File: src/rtl/seg7_pkg.sv
// seg7_pkg: scan FSM states, segment bit positions and the hex-to-segment table
// shared by the seven-segment display driver.
package seg7_pkg;

   typedef enum logic [1:0] {S_IDLE, S_GUARD, S_DRIVE} state_e;

   localparam int SEG_A = 0;
   localparam int SEG_B = 1;
   localparam int SEG_C = 2;
   localparam int SEG_D = 3;
   localparam int SEG_E = 4;
   localparam int SEG_F = 5;
   localparam int SEG_G = 6;

   // Entry n is the a..g pattern for hex digit n (bit0 = a).
   localparam logic [15:0][6:0] HEX_SEG = {
      7'h71, 7'h79, 7'h5E, 7'h39, 7'h7C, 7'h77, 7'h6F, 7'h7F,
      7'h07, 7'h7D, 7'h6D, 7'h66, 7'h4F, 7'h5B, 7'h06, 7'h3F
   };

endpackage

File: src/rtl/seg7_decode.sv
// seg7_decode: combinational hex nibble to a..g segment pattern lookup.
module seg7_decode
   import seg7_pkg::*;
(
   input  logic [3:0] nib_i,
   output logic [6:0] seg_o
);

   assign seg_o = HEX_SEG[nib_i];

endmodule

File: src/rtl/seg7_scan_driver.sv
// seg7_scan_driver: time-multiplexed hex display scanner with per-slot guard gap and frame tick.
// Define SEG7_DP_EN to add the dp_mask input and registered dp_out decimal-point output.
module seg7_scan_driver
   import seg7_pkg::*;
#(
   parameter int NUM_DIGITS = 4,
   parameter int PRESCALE   = 1000,
   parameter int GUARD      = 2,
   localparam int IDX_W     = $clog2(NUM_DIGITS)
) (
   input  logic                  clk,
   input  logic                  rst_n,
   input  logic                  ena,
   input  logic                  wr_en,
   input  logic [IDX_W-1:0]      wr_idx,
   input  logic [3:0]            wr_val,
   input  logic [NUM_DIGITS-1:0] blank_mask,
   output logic [6:0]            seg_out,
   output logic [NUM_DIGITS-1:0] dig_sel,
   output logic                  frame_tick
`ifdef SEG7_DP_EN
  ,input  logic [NUM_DIGITS-1:0] dp_mask,
   output logic                  dp_out
`endif
);

   localparam int PCNT_W = $clog2(PRESCALE);

   state_e            state_q, state_d;
   logic [PCNT_W-1:0] pcnt_q, pcnt_d;
   logic [IDX_W-1:0]  idx_q, idx_d;
   logic              wrap_q, wrap_d;
   logic [3:0]        regs_q [NUM_DIGITS];
   logic [6:0]        dec_seg;
   logic              drive;
   logic              last_idx;

   seg7_decode u_decode (
      .nib_i (regs_q[idx_q]),
      .seg_o (dec_seg)
   );

   assign drive    = state_q == S_DRIVE;
   assign last_idx = idx_q == IDX_W'(NUM_DIGITS - 1);

   always_comb begin
      state_d = state_q;
      pcnt_d  = pcnt_q;
      idx_d   = idx_q;
      wrap_d  = 1'b0;
      if (!ena) begin
         state_d = S_IDLE;
         pcnt_d  = '0;
         idx_d   = '0;
      end else begin
         case (state_q)
            S_IDLE: begin
               state_d = S_GUARD;
               pcnt_d  = '0;
               idx_d   = '0;
            end
            S_GUARD: begin
               pcnt_d  = pcnt_q + 1'b1;
               state_d = pcnt_q == PCNT_W'(GUARD - 1) ? S_DRIVE : S_GUARD;
            end
            S_DRIVE: begin
               if (pcnt_q == PCNT_W'(PRESCALE - 1)) begin
                  pcnt_d  = '0;
                  idx_d   = last_idx ? '0 : idx_q + 1'b1;
                  wrap_d  = last_idx;
                  state_d = S_GUARD;
               end else begin
                  pcnt_d = pcnt_q + 1'b1;
               end
            end
            default: state_d = S_IDLE;
         endcase
      end
   end

   // Outputs follow the registered state one cycle later; wrap_q delays the
   // frame pulse so it lines up with the first dark cycle of digit 0.
   always_ff @(posedge clk) begin
      if (!rst_n) begin
         state_q    <= S_GUARD;
         pcnt_q     <= '0;
         idx_q      <= '0;
         wrap_q     <= 1'b0;
         regs_q     <= '{default: 4'h0};
         seg_out    <= '0;
         dig_sel    <= '0;
         frame_tick <= 1'b0;
      end else begin
         state_q    <= state_d;
         pcnt_q     <= pcnt_d;
         idx_q      <= idx_d;
         wrap_q     <= wrap_d;
         seg_out    <= drive && !blank_mask[idx_q] ? dec_seg : '0;
         dig_sel    <= drive ? NUM_DIGITS'(1) << idx_q : '0;
         frame_tick <= wrap_q;
         if (wr_en && int'(wr_idx) < NUM_DIGITS)
            regs_q[wr_idx] <= wr_val;
      end
   end

`ifdef SEG7_DP_EN
   always_ff @(posedge clk) begin
      if (!rst_n)
         dp_out <= 1'b0;
      else
         dp_out <= drive && dp_mask[idx_q];
   end
`endif

endmodule

File: config.mk
export PLATFORM = sky130hd
export DESIGN_NAME = seg7_scan_driver
export DESIGN_NICKNAME = d
export VERILOG_FILES = /design/src/rtl/seg7_pkg.sv /design/src/rtl/seg7_decode.sv /design/src/rtl/seg7_scan_driver.sv
export SDC_FILE = /design/constraint.sdc
export NUM_CORES = 1
export LEC_CHECK = 0
export CAP_MARGIN = 25
export CORE_ASPECT_RATIO = 0.75
export CORE_MARGIN = 3
export CORE_UTILIZATION = 43
export DETAILED_ROUTE_END_ITERATION = 8
export PLACE_DENSITY_LB_ADDON = 0.15
export RECOVER_POWER = 25
export REMOVE_ABC_BUFFERS = 1
export SYNTH_ARGS = -nofsm -noshare
export SYNTH_HDL_FRONTEND = slang
export SYNTH_SLANG_ARGS = --single-unit
export TNS_END_PERCENT = 50
File: constraint.sdc
create_clock -name clk -period 1.7 [get_ports clk]
set_input_delay 0.34 -clock clk [delete_from_list [all_inputs] [get_ports clk]]
set_output_delay 0.34 -clock clk [all_outputs]
set_load 0.05 [all_outputs]
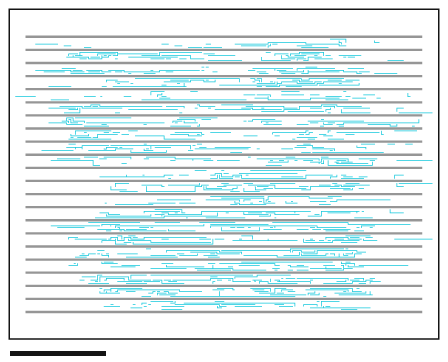
**Above:** signal wires on met1.
Scale bar: 20 um. Supply wires on this layer in gray.
302 nets have wire on it. The longest straight run is 25.8 um. The wires run mostly horizontal.
DR vias: 1955
met1 Use GR: 0.281
final wirelength: 5440 um

==> flow_metrics.py <==
# Flow results
metrics = {
    "outcome": {
        "status": "finished with violations",
        "violations": "negative setup slack",
    },
    "clock_tree": {
        "clkTransAtPathRegs_ps": 80,
        "cts_root_buffer": "clkbuf_8",
        "cts_buffers": 5,
        "tritoncts": "yes",
        "clk_latency_ps": 290,
        "cts_sinks": 43,
        "ctsHoldBuffers": 0,
    },
    "route": {
        "dr_wl_met2_um": 2280,
        "wl_met1_um": 2770,
        "viasPerCell": 5.36,
        "wire_per_inst_um": 14.9,
        "first_pass_iters": 4,
    },
    "power_and_ir_drop": {
        "p_total_mw": 1.97,
        "powerComb_mw": 0.287,
        "combPwrFrac": 0.146,
        "pwr-share-seq": 0.524,
        "p_clk_mw": 0.651,
        "intPower_mw": 1.49,
        "power_density_nw_per_um2": 633,
        "power_leader": "sequential cells",
        "p_leak_nw": 1.27,
    },
    "critical_path": {
        "rrSetupSlack_ps": -60,
        "critPathLaunchType": "flip-flop",
        "critPathCaptureType": "flip-flop",
        "cp.arrival_ps": 1970,
        "cp-endpoint": "seg_out[4]",
        "worstPathCellList": "mux4_2, ha_2, mux2i_1, nor2_1, nor3_1",
        "critPathMaxFanout": 4,
        "worstPathRequired_ps": 1910,
    },
    "timing": {
        "layout_setup_ws_ps": -56.9,
        "period_needed_ps": 1760,
        "finalSetupViolCount": 7,
        "hold_ws_ps": 452,
        "skew_ps": 5.19,
        "rsz0062_at_grt": "true",
        "drv_slew": 0,
        "fmax_mhz": 569,
        "finalSetupTns_ps": -152,
        "maxSlewHeadroom": 0.592,
    },
    "grt": {
        "antenna_found_initial": 0,
        "grt_pass1_vias": 1847,
        "grt_max_degree": 17,
        "grt_pass1_wl_um": 8650,
        "top_usage_layer": "met1",
        "track_usage": 0.187,
    },
    "final_layout": {
        "layout_top_cell": "buf_4",
        "post_route_cells_drive_above_1_share": 0.367,
        "area_dominant_class": "multi-input combinational cells",
        "diodes": 0,
        "mi_logic_area_sq_um": 1410,
        "fin_nets": 336,
        "final-clk-cell-share": 0.0282,
        "clockBufferCount": 6,
        "comb_cells": 167,
        "n_all_buffers": 79,
        "flop_area_sq_um": 876,
        "seq_area_frac": 0.282,
        "lay_top_cells": "buf_4, dfxtp_1, nor2_1",
    },
    "yosys": {
        "edf_count": 0,
        "ys.flops": 43,
        "synth.distinct_cells": 46,
        "common_cells": "dfxtp_1, nor2_1, mux2i_1",
        "avgSynthCellArea_sq_um": 9.37,
        "most_common_cell": "dfxtp_1",
        "ff_type": "dfxtp_1",
        "yosys-stat-area_sq_um": 2210,
        "postSynthCellCount": 236,
    },
    "place": {
        "placed_cells": 353,
        "gp_congestion": 0.862,
        "port-buffer-count": 25,
        "post-dp-hpwl_um": 3840,
        "place_area_sq_um": 2820,
    },
    "floorplanning": {
        "die_h_um": 68.1,
        "ios": 26,
        "fp.coreArea_sq_um": 4700,
        "taps": 57,
    },
    "worst_hold_path": {
        "holdPathStages": 1,
    },
    "job": {
        "maxCapViolCount": 0,
        "warning_count": 37,
    },
}
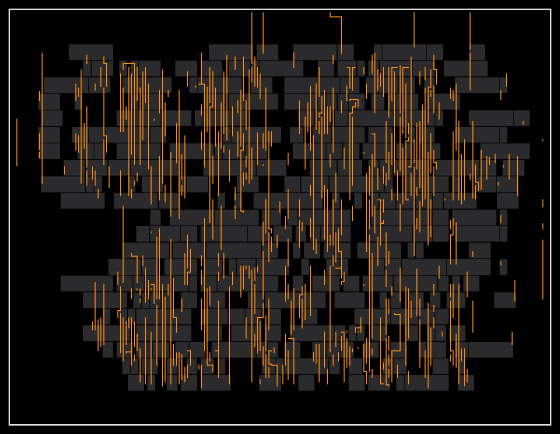
**Above:** signal wires on met2.
Cells faint in the background.
The layer holds 42% of the routed length. 275 nets have wire on it. The layer carries 2280 um of wire. The wires run mostly vertical. The longest straight run is 23.8 um.
met2 Usage GRT: 0.269

[worst max-delay path: cells and delay by family, from the launching register on]
family / cells / cell delay, ps
and+or+nand+nor: 2 / 250
muxes: 2 / 780
adders and majority gates: 1 / 260
DFF: 1 / 380
[kinds of logic after synthesis]
logic type,synth area share
simple gates,0.234
flops,0.389
compound gates,0.110
buf+inv,0.0509
mux,0.132
fa+ha+maj,0.0792
xor+xnor,0.00396
[repair_timing]
item	4_1_cts	5_1_grt
resized	19	33
buffers inserted	4	1
pin swaps	7	9
hold endpoints to repair	0	0
endpoints found under the setup margin	12	18
[flip-flops by register name, summed over array words and instances (netlist names)]
signal and flops:
regs_q 16, pcnt_q 10, seg_out 7, dig_sel 4, idx_q 2, state_q 2, frame_tick 1, wrap_q 1
No activity file was given, so power comes from the tool's default toggle rates.
